===== src/rtl/debug_overlay_snap.sv =====
// Debug overlay: shows CHANNELS fixed-point vectors as a bit-grid in the top-right corner.
// The vectors are sampled once per frame into a snapshot bank, which can be frozen.
module debug_overlay_snap #(
   parameter int unsigned H_VIEW      = 640,
   parameter int unsigned DEBUG_SCALE = 3,
   parameter int unsigned WIDTH       = 16,
   parameter int unsigned INT_BITS    = 6,
   parameter int unsigned CHANNELS    = 6,
   parameter int unsigned GROUP       = 2
) (
   input  logic                         clk,
   input  logic                         reset,
   input  logic [9:0]                   hpos,
   input  logic [9:0]                   vpos,
   input  logic                         frame_start,
   input  logic                         freeze,
   input  logic                         show,
   input  logic [CHANNELS*WIDTH-1:0]    vectors,
   output logic                         snapshot_valid,
   output logic                         in_debug_overlay,
   output logic [5:0]                   debug_rgb
);

   localparam int unsigned START = H_VIEW - (WIDTH << DEBUG_SCALE) - 1;
   localparam int unsigned ROWS  = CHANNELS + (CHANNELS - 1) / GROUP;
   localparam int unsigned SW    = $clog2(GROUP + 1);
   localparam int unsigned CW    = $clog2(CHANNELS + 1);

   localparam logic [SW-1:0] GROUP_S   = SW'(GROUP);
   localparam logic [CW-1:0] CHAN_S    = CW'(CHANNELS);
   localparam logic [10:0]   V_LIMIT   = 11'(ROWS << DEBUG_SCALE);
   localparam logic [10:0]   DIVIDER_H = 11'(INT_BITS << DEBUG_SCALE);

   logic [CHANNELS-1:0][WIDTH-1:0] bank_q;
   logic [SW-1:0]                  slot_q, slot_d;
   logic [CW-1:0]                  chan_q, chan_d;

   logic [10:0]      h;
   logic [10:0]      col;
   logic             region;
   logic             gridline;
   logic             data_row;
   logic [WIDTH-1:0] row_bits;
   logic             cell_bit;
   logic [1:0]       c;

   // Snapshot bank
   always_ff @(posedge clk) begin
      if (reset) begin
         bank_q         <= '0;
         snapshot_valid <= 1'b0;
      end else if (frame_start && !freeze) begin
         bank_q         <= vectors;
         snapshot_valid <= 1'b1;
      end
   end

   // Row tracker: slot walks 0..GROUP (GROUP is the spacer), chan saturates at CHANNELS
   always_comb begin
      slot_d = slot_q;
      chan_d = chan_q;
      if (hpos == '0) begin
         if (vpos == '0) begin
            slot_d = '0;
            chan_d = '0;
         end else if (vpos[DEBUG_SCALE-1:0] == '0) begin
            if (slot_q < GROUP_S && chan_q < CHAN_S) begin
               chan_d = chan_q + CW'(1);
            end
            slot_d = (slot_q == GROUP_S) ? '0 : slot_q + SW'(1);
         end
      end
   end

   always_ff @(posedge clk) begin
      if (reset) begin
         slot_q <= '0;
         chan_q <= '0;
      end else begin
         slot_q <= slot_d;
         chan_q <= chan_d;
      end
   end

   // h is negative (MSB set) left of the grid; hpos < 1024 keeps it in range
   assign h   = {1'b0, hpos} - 11'(START);
   assign col = h >> DEBUG_SCALE;

   always_comb begin
      region   = show && !h[10] && ({1'b0, vpos} <= V_LIMIT);
      gridline = (h[DEBUG_SCALE-1:0] == '0) || (vpos[DEBUG_SCALE-1:0] == '0);
      data_row = (slot_q < GROUP_S) && (chan_q < CHAN_S);

      row_bits = '0;
      for (int i = 0; i < int'(CHANNELS); i++) begin
         if (chan_q == CW'(i)) row_bits = bank_q[i];
      end

      // Column 0 shows the MSB; columns past the vector read as 0
      cell_bit = 1'b0;
      for (int j = 0; j < int'(WIDTH); j++) begin
         if (col == 11'(int'(WIDTH) - 1 - j)) cell_bit = row_bits[j];
      end

      if (gridline) begin
         c = (h == DIVIDER_H) ? 2'b10 : 2'b00;
      end else if (!data_row) begin
         c = 2'b00;
      end else begin
         c = cell_bit ? 2'b11 : 2'b01;
      end
   end

   always_ff @(posedge clk) begin
      if (reset) begin
         in_debug_overlay <= 1'b0;
         debug_rgb        <= '0;
      end else begin
         in_debug_overlay <= region;
         debug_rgb        <= region ? {c, c, c} : 6'd0;
      end
   end

endmodule


===== config.mk =====
export PLATFORM = sky130hd
export DESIGN_NAME = debug_overlay_snap
export DESIGN_NICKNAME = d
export VERILOG_FILES = /design/src/rtl/debug_overlay_snap.sv
export SDC_FILE = /design/constraint.sdc
export NUM_CORES = 1
export LEC_CHECK = 0
export ABC_AREA = 1
export CORE_MARGIN = 10
export CORE_UTILIZATION = 53
export CTS_CLUSTER_SIZE = 40
export DETAILED_ROUTE_END_ITERATION = 16
export GPL_TIMING_DRIVEN = 0
export PLACE_DENSITY = 0.86
export SLEW_MARGIN = 20
export SYNTH_ARGS = -nofsm -noshare
export SYNTH_HDL_FRONTEND = slang
export SYNTH_SLANG_ARGS = --single-unit
export TNS_END_PERCENT = 50

===== constraint.sdc =====
create_clock -name clk -period 3.8 [get_ports clk]
set_clock_uncertainty 0.1 [all_clocks]
set_input_delay 0.76 -clock clk [delete_from_list [all_inputs] [get_ports clk]]
set_output_delay 0.76 -clock clk [all_outputs]
set_load 0.01 [all_outputs]

M1 wires:
Supply wires on this layer in grey.
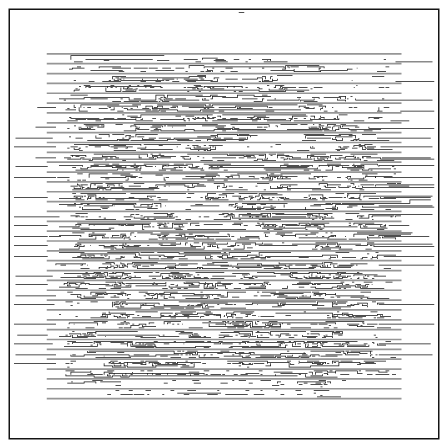
The layer holds 44% of the routed length. The wires run mostly horizontal. The layer carries 7080 um of wire.
final wirelength: 16200 um
via count: 5598

Met2 routing:
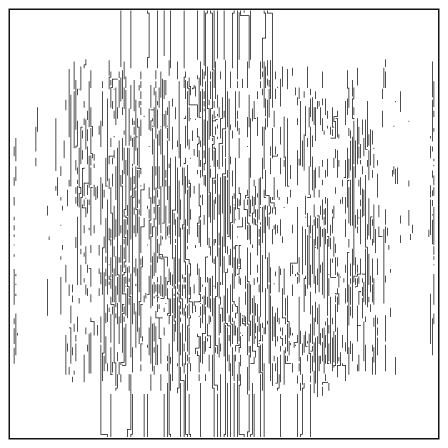
The layer holds 47% of the routed length. The wires run mostly vertical. 847 nets have wire on it. The layer carries 7650 um of wire.
met2 Use GR: 38.1%

==> out/metrics.cfg <==
[clock_network]
path_clk_slew_ns = 0.10
cts.sinks = 105
cts_resized = 0
post_cts_buffers = 0
tritoncts = yes
cts_buffers = 9
insertion_delay_ns = 0.38
h-tree-depth = 3
postCtsHoldBufs = 0

[critical_path]
cpLargestDelayFamily = buffers and inverters
crit_chain = inv_4 > buf_2 > ha_1 > clkinv_1 > clkbuf_1 > clkbuf_1 > nand2_1 > o211ai_1 > a21oi_1 > a2111oi_0 > nor2_1 > nand2_1 > a21oi_2
start_kind = register
criticalPathCategory = reg2reg
slowest_delay_ns = 0.51
crit_path_end_kind = register
crit_slowest_cell = dfxtp_1
cp_max_fo = 10

[die]
row_count = 35
n_tap_cell = 129
die_area_um2 = 14000
die_h_um = 118
fp_util_pct = 54.8

[finish]
buffers_excl_clock = 176
nNetsFinal = 1025
comb_cells = 538
fillers = 794
diodes = 0
flops = 105
clk_share_pct = 2.78
seq_share_pct = 31.2
regArea_um2 = 2100
layout_top_cell = nor2_1
stdcell_count = 1033
area_growth_pct = 31.9

[final_timing]
finalClockPeriodUsage_pct = 91.1
rsz0062_at_grt = no
max_freq_mhz = 289
tns_ns = 0
maxSlewViolCount = 0
period_needed_ns = 3.46
setup_viol = 0

[min_path]
hold_path.class = reg2reg

[placed_design]
dp_hpwl_um = 12700
place.gp.congestion = 0.873
port_buffers = 128
placed_cells = 1017

[synth]
ys_cells = 760
syn_area_um2 = 5110
top_cell = nor2_1
synth_cells = 760
netlist.area_leader.share_pct = 41.1
ff_type = dfxtp_1
yosys_warnings = 0
ys_types = 32
top_area_cell = dfxtp_1
ys_chip_area_um2 = 5110
ys_async_sr_fraction_pct = 0
fp_nets = 886
synthTopCellsByCount = nor2_1, o21ai_0, dfxtp_1
area_leaders = dfxtp_1, nor2_1, o21ai_0

[global_routing]
grt_overflow = 0
grt_pass1_wl_um = 26500
grt_antenna_before_repair = 0
grt_pass1_vias = 5548
grt_usage_pct = 22.5
grt_max_degree = 19

[route]
ant_nets = 0
drc = 0
drt_iter0_drc = 471

[power]
power_density_nw_per_um2 = 330
p_leak_nw = 2.82

[run]
warning_count = 29
maxCapViolCount = 0

[run_status]
status = finished clean

The metal 3 layer:
Scale bar: 20 um.
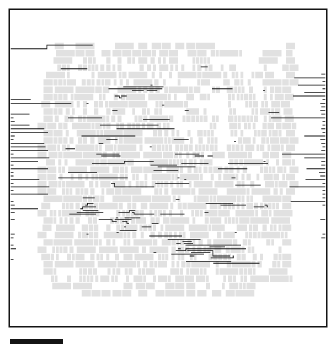
136 nets have wire on it. The longest straight run is 25.8 um. The layer holds 6.6% of the routed length. The layer carries 1060 um of wire. The wires run mostly horizontal.
GR Util met3: 4.71%

M4 wires:
Supply wires on this layer in grey.
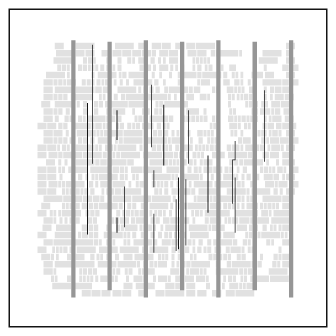
The layer holds 2.3% of the routed length. The longest straight run is 49.0 um.

==> through the flow <==
stage	power (mW)	instance area (um^2)	hold slack, ns	utilization [%]	setup WS [ns]
3_5_place_dp	1.57	6550	0.343	70.2	0.422
4_1_cts	2.22	6740	0.359	72.3	0.393
2_1_floorplan	1.37	5110	0.321	-	1.25
5_1_grt	2.32	6740	0.378	72.3	0.0878
3_3_place_gp	1.56	6550	0.335	70.2	0.465
6_report	2.22	6740	0.361	72.3	0.338
==> final timing paths <==
kind / start / endpoint / slack [ns] / cells past startpoint
worst max-delay path: chan_q[2]$_SDFFE_PP0P_ / debug_rgb[3]$_SDFF_PP0_ / 0.34 / 13
worst min-delay path: bank_q[80]$_SDFFE_PP0P_ / bank_q[80]$_SDFFE_PP0P_ / 0.36 / 2
worst max register to register: chan_q[2]$_SDFFE_PP0P_ / debug_rgb[3]$_SDFF_PP0_ / 0.34 / 13
worst min register to register: bank_q[80]$_SDFFE_PP0P_ / bank_q[80]$_SDFFE_PP0P_ / 0.36 / 2
==> per-layer routing <==
layer	wire length, um	up-vias	track usage [%]
met5	0	-	0
met4	372	0	7.03
met3	1060	37	4.71
met2	7650	240	38.1
met1	7080	2551	27.9
li1	-	2770	-
==> kinds of logic after synthesis <==
family | count (synthesis) | synth area share [%]
compound gates | 195 | 20.6
fa+ha+maj | 5 | 1.22
buf+inv | 117 | 9.60
flops | 105 | 41.1
simple gates | 338 | 27.4
==> power by group <==
part	switching (mW)	internal (mW)
logic	0.172	0.178
clock network	0.403	0.269
registers	0.0322	1.17
total	0.608	1.62
==> sequential cells by signal, summed over array words and instances, names as in the netlist <==
name / flops
debug_rgb: 2
slot_q: 2
in_debug_overlay: 1
snapshot_valid: 1
chan_q: 3
bank_q: 96
Power and IR drop assume default switching activity.
